[src/rtl/gated_edge_counter_pkg.sv]
// Shared types and defaults for the gated edge counter: FSM states and
// parameter defaults used by the top and its edge detector.
package gated_edge_counter_pkg;

  typedef enum logic [1:0] {
    IDLE  = 2'd0,
    COUNT = 2'd1,
    HOLD  = 2'd2
  } state_t;

  localparam int CNT_W_DEFAULT   = 8;
  localparam int WIN_LEN_DEFAULT = 16;
  localparam int WIN_CNT_W       = 16;

endpackage

[src/rtl/gated_edge_counter_rise_detect.sv]
// Rising-edge detector: registers the previous input value every cycle and
// flags the cycle where the input goes from 0 to 1.
module rise_detect
  import gated_edge_counter_pkg::*;
(
  input  logic clk,
  input  logic rst,
  input  logic d,
  output logic rise
);

  logic d_prev;

  always_ff @(posedge clk) begin
    if (rst) begin
      d_prev <= 1'b0;
    end else begin
      d_prev <= d;
    end
  end

  assign rise = d & ~d_prev;

endmodule

[src/rtl/gated_edge_counter.sv]
// Counts rising edges of y_in over a fixed window of WIN_LEN cycles after a
// start request, then holds the saturating count until the consumer accepts it.
module gated_edge_counter
  import gated_edge_counter_pkg::*;
#(
  parameter int CNT_W   = CNT_W_DEFAULT,
  parameter int WIN_LEN = WIN_LEN_DEFAULT
) (
  input  logic             clk,
  input  logic             rst,
  input  logic             start,
  input  logic             y_in,
  output logic             busy,
  output logic [CNT_W-1:0] count_out,
  output logic             count_valid,
  input  logic             count_ready,
  output logic             overflow
);

  localparam logic [WIN_CNT_W-1:0] WIN_LOAD = WIN_CNT_W'(WIN_LEN - 1);
  localparam logic [WIN_CNT_W-1:0] WIN_ONE  = WIN_CNT_W'(1);
  localparam logic [CNT_W-1:0]     CNT_MAX  = '1;
  localparam logic [CNT_W-1:0]     CNT_ONE  = CNT_W'(1);

  state_t               state;
  state_t               next_state;
  logic [WIN_CNT_W-1:0] win_cnt;
  logic [CNT_W-1:0]     edge_cnt;
  logic                 ovf;
  logic                 rise;

  // The edge history runs in every state, so the first window cycle sees
  // the y_in value from the cycle in which start was sampled.
  rise_detect u_rise_detect (
    .clk  (clk),
    .rst  (rst),
    .d    (y_in),
    .rise (rise)
  );

  always_ff @(posedge clk) begin
    if (rst) begin
      state    <= IDLE;
      win_cnt  <= '0;
      edge_cnt <= '0;
      ovf      <= 1'b0;
    end else begin
      state <= next_state;
      case (state)
        IDLE: begin
          if (start) begin
            edge_cnt <= '0;
            ovf      <= 1'b0;
            win_cnt  <= WIN_LOAD;
          end
        end
        COUNT: begin
          // An edge that finds the count already saturated only marks overflow.
          if (rise) begin
            if (edge_cnt == CNT_MAX) begin
              ovf <= 1'b1;
            end else begin
              edge_cnt <= edge_cnt + CNT_ONE;
            end
          end
          if (win_cnt != '0) begin
            win_cnt <= win_cnt - WIN_ONE;
          end
        end
        default: begin
        end
      endcase
    end
  end

  always_comb begin
    next_state  = state;
    busy        = 1'b0;
    count_valid = 1'b0;
    case (state)
      IDLE: begin
        if (start) begin
          next_state = COUNT;
        end
      end
      COUNT: begin
        busy = 1'b1;
        if (win_cnt == '0) begin
          next_state = HOLD;
        end
      end
      HOLD: begin
        busy        = 1'b1;
        count_valid = 1'b1;
        if (count_ready) begin
          next_state = IDLE;
        end
      end
      default: begin
        next_state = IDLE;
      end
    endcase
  end

  assign count_out = edge_cnt;
  assign overflow  = ovf;

endmodule
[config.mk]
export PLATFORM = sky130hd
export DESIGN_NAME = gated_edge_counter
export DESIGN_NICKNAME = d
export VERILOG_FILES = /design/src/rtl/gated_edge_counter_pkg.sv /design/src/rtl/gated_edge_counter_rise_detect.sv /design/src/rtl/gated_edge_counter.sv
export SDC_FILE = /design/constraint.sdc
export NUM_CORES = 1
export LEC_CHECK = 0
export CORE_MARGIN = 1.5
export CORE_UTILIZATION = 59
export CTS_BUF_LIST = sky130_fd_sc_hd__clkbuf_4 sky130_fd_sc_hd__clkbuf_8
export DETAILED_ROUTE_END_ITERATION = 8
export PLACE_DENSITY_LB_ADDON = 0.25
export SYNTH_ARGS = -nofsm -noshare
export SYNTH_HDL_FRONTEND = slang
export SYNTH_SLANG_ARGS = --single-unit
[constraint.sdc]
create_clock -name clk -period 3.5 [get_ports clk]
set_input_delay 0.35 -clock clk [delete_from_list [all_inputs] [get_ports clk]]
set_output_delay 0.35 -clock clk [all_outputs]
set_load 0.05 [all_outputs]
==> images/wires.png <==
Drawn at 6 px/um.
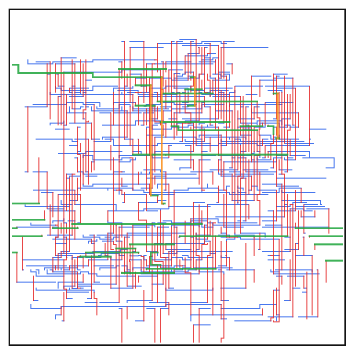
- metal 3: green (wire length 260 um)
- metal 4: orange (wire length 51.7 um)
- metal 1: blue (wire length 1620 um)
- metal 2: red (wire length 1690 um)

==> images/layer_met3.png <==
Drawn at 4 px/um. Cells faint in the background.
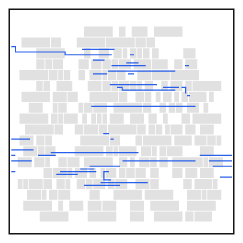
- share of all routed wire: 7.2%
- wire length on this layer: 260 um
- longest straight run: 25.8 um
- nets with wire on the layer: 30
- main direction: horizontal
total wire length: 3620 um
count of vias placed by the detailed router: 1526
met3 routing resource usage after global routing: 2.33%

==> impl_metrics.env <==
# yosys + openroad results
export IMPL_clk_root_buffer_cell="sky130_fd_sc_hd__clkbuf_4"
export IMPL_min_delay_path_depth=2
export IMPL_preCtsSetupSlack_ps=1360
export IMPL_worst_ir_drop_vdd_mv=0.651
export IMPL_post_cts_setup_buffers=0
export IMPL_startpoint_type="flop"
export IMPL_xor_share_pct=0
export IMPL_clk_pin_slew_ps=150
export IMPL_area_sequential_sq_um=561
export IMPL_whs_ps=488
export IMPL_finClkSkew_ps=4.63
export IMPL_layout_nets=214
export IMPL_design_portCount=16
export IMPL_critical_path_depth=3
export IMPL_clock_buffer_count=3
export IMPL_slew_violations=0
export IMPL_synthTopLogicFamily="simple AND/OR/NAND/NOR gates"
export IMPL_die_h_um=55.7
export IMPL_timing_critical_path_cells="inv_1 > ha_1 > clkdlybuf4s50_1"
export IMPL_power_mw=1.55
export IMPL_run_status="finished clean"
export IMPL_antenna_diode_count=0
export IMPL_final_min_period_over_clock_period_pct=63.4
export IMPL_area_share_clock_buf_inv_pct=1.25
export IMPL_drive_above_1_share_pct=5.94
export IMPL_place_area_sq_um=1780
export IMPL_layout_core_utilization_pct=70.7
export IMPL_synthesis_area_per_instance_sq_um=8.50
export IMPL_worstHoldEndpoint="win_cnt[14]"
export IMPL_detailed_router_iteration_count_before_antenna_repair=4
export IMPL_floorplan_die_width_um=55.7
export IMPL_cts_buffer_depth=2
export IMPL_largest_class="multi-input combinational cells"
export IMPL_crit_reg2reg_capture="count_out[6]"
export IMPL_number_of_warnings_the_tools_reported=28
export IMPL_final_comb_area_sq_um=988
layer usage:
| metal | routed length (um) | share of wire, % | GRT usage, % | vias to the layer above |
|---|---|---|---|---|
| met5 | 0 | 0 | 0 | - |
| met4 | 51 | 1.4 | 8.36 | 0 |
| met3 | 259 | 7.2 | 2.33 | 8 |
| met2 | 1690 | 47 | 39.3 | 60 |
| met1 | 1620 | 45 | 32.7 | 702 |
| li1 | - | - | - | 756 |
cells in the final DEF, fill, tap and decap left out, types with 2 or more instances in the layout:
master                             n
sky130_fd_sc_hd__dfxtp_1          28
sky130_fd_sc_hd__a21oi_1          17
sky130_fd_sc_hd__nand2_1          16
sky130_fd_sc_hd__clkdlybuf4s50_1  15
sky130_fd_sc_hd__inv_1            11
sky130_fd_sc_hd__or3_1             9
sky130_fd_sc_hd__mux2i_1           8
sky130_fd_sc_hd__nor2_1            6
sky130_fd_sc_hd__nand2b_1          6
sky130_fd_sc_hd__nor4_1            6
sky130_fd_sc_hd__nand3_1           6
sky130_fd_sc_hd__nor3_1            6
sky130_fd_sc_hd__nand4_1           6
sky130_fd_sc_hd__or4_1             5
sky130_fd_sc_hd__ha_1              5
sky130_fd_sc_hd__o21ai_0           4
sky130_fd_sc_hd__and3_1            4
sky130_fd_sc_hd__o31ai_1           4
sky130_fd_sc_hd__or4_4             3
sky130_fd_sc_hd__a2111oi_0         3
sky130_fd_sc_hd__clkbuf_4          3
sky130_fd_sc_hd__and3b_1           2
sky130_fd_sc_hd__a211oi_1          2
sky130_fd_sc_hd__nand3b_1          2
sky130_fd_sc_hd__a211o_1           2
sky130_fd_sc_hd__a311o_1           2
sky130_fd_sc_hd__nor2b_1           2
sky130_fd_sc_hd__o311ai_0          2
sky130_fd_sc_hd__o211ai_1          2
synth_stat cells, types with 3 or more instances:
library cell | count | area (sq um)
sky130_fd_sc_hd__a2111oi_0 | 3 | 26.3
sky130_fd_sc_hd__a21oi_1 | 17 | 85.1
sky130_fd_sc_hd__and3_1 | 4 | 25.0
sky130_fd_sc_hd__clkbuf_1 | 5 | 18.8
sky130_fd_sc_hd__dfxtp_1 | 28 | 561
sky130_fd_sc_hd__ha_1 | 5 | 62.6
sky130_fd_sc_hd__inv_1 | 11 | 41.3
sky130_fd_sc_hd__mux2i_1 | 8 | 80.1
sky130_fd_sc_hd__nand2_1 | 16 | 60.1
sky130_fd_sc_hd__nand2b_1 | 6 | 37.5
sky130_fd_sc_hd__nand3_1 | 6 | 30.0
sky130_fd_sc_hd__nand4_1 | 6 | 37.5
sky130_fd_sc_hd__nor2_1 | 6 | 22.5
sky130_fd_sc_hd__nor3_1 | 6 | 30.0
sky130_fd_sc_hd__nor4_1 | 6 | 37.5
sky130_fd_sc_hd__o21ai_0 | 4 | 20.0
sky130_fd_sc_hd__o31ai_1 | 4 | 30.0
sky130_fd_sc_hd__or3_1 | 9 | 56.3
sky130_fd_sc_hd__or4_1 | 5 | 37.5
sky130_fd_sc_hd__or4_4 | 3 | 33.8
sequential cells by signal, indices dropped and copies added, names as in the netlist:
| register | cells |
|---|---|
| win_cnt | 16 |
| count_out | 8 |
| state | 2 |
| overflow | 1 |
| u_rise_detect.d_prev | 1 |
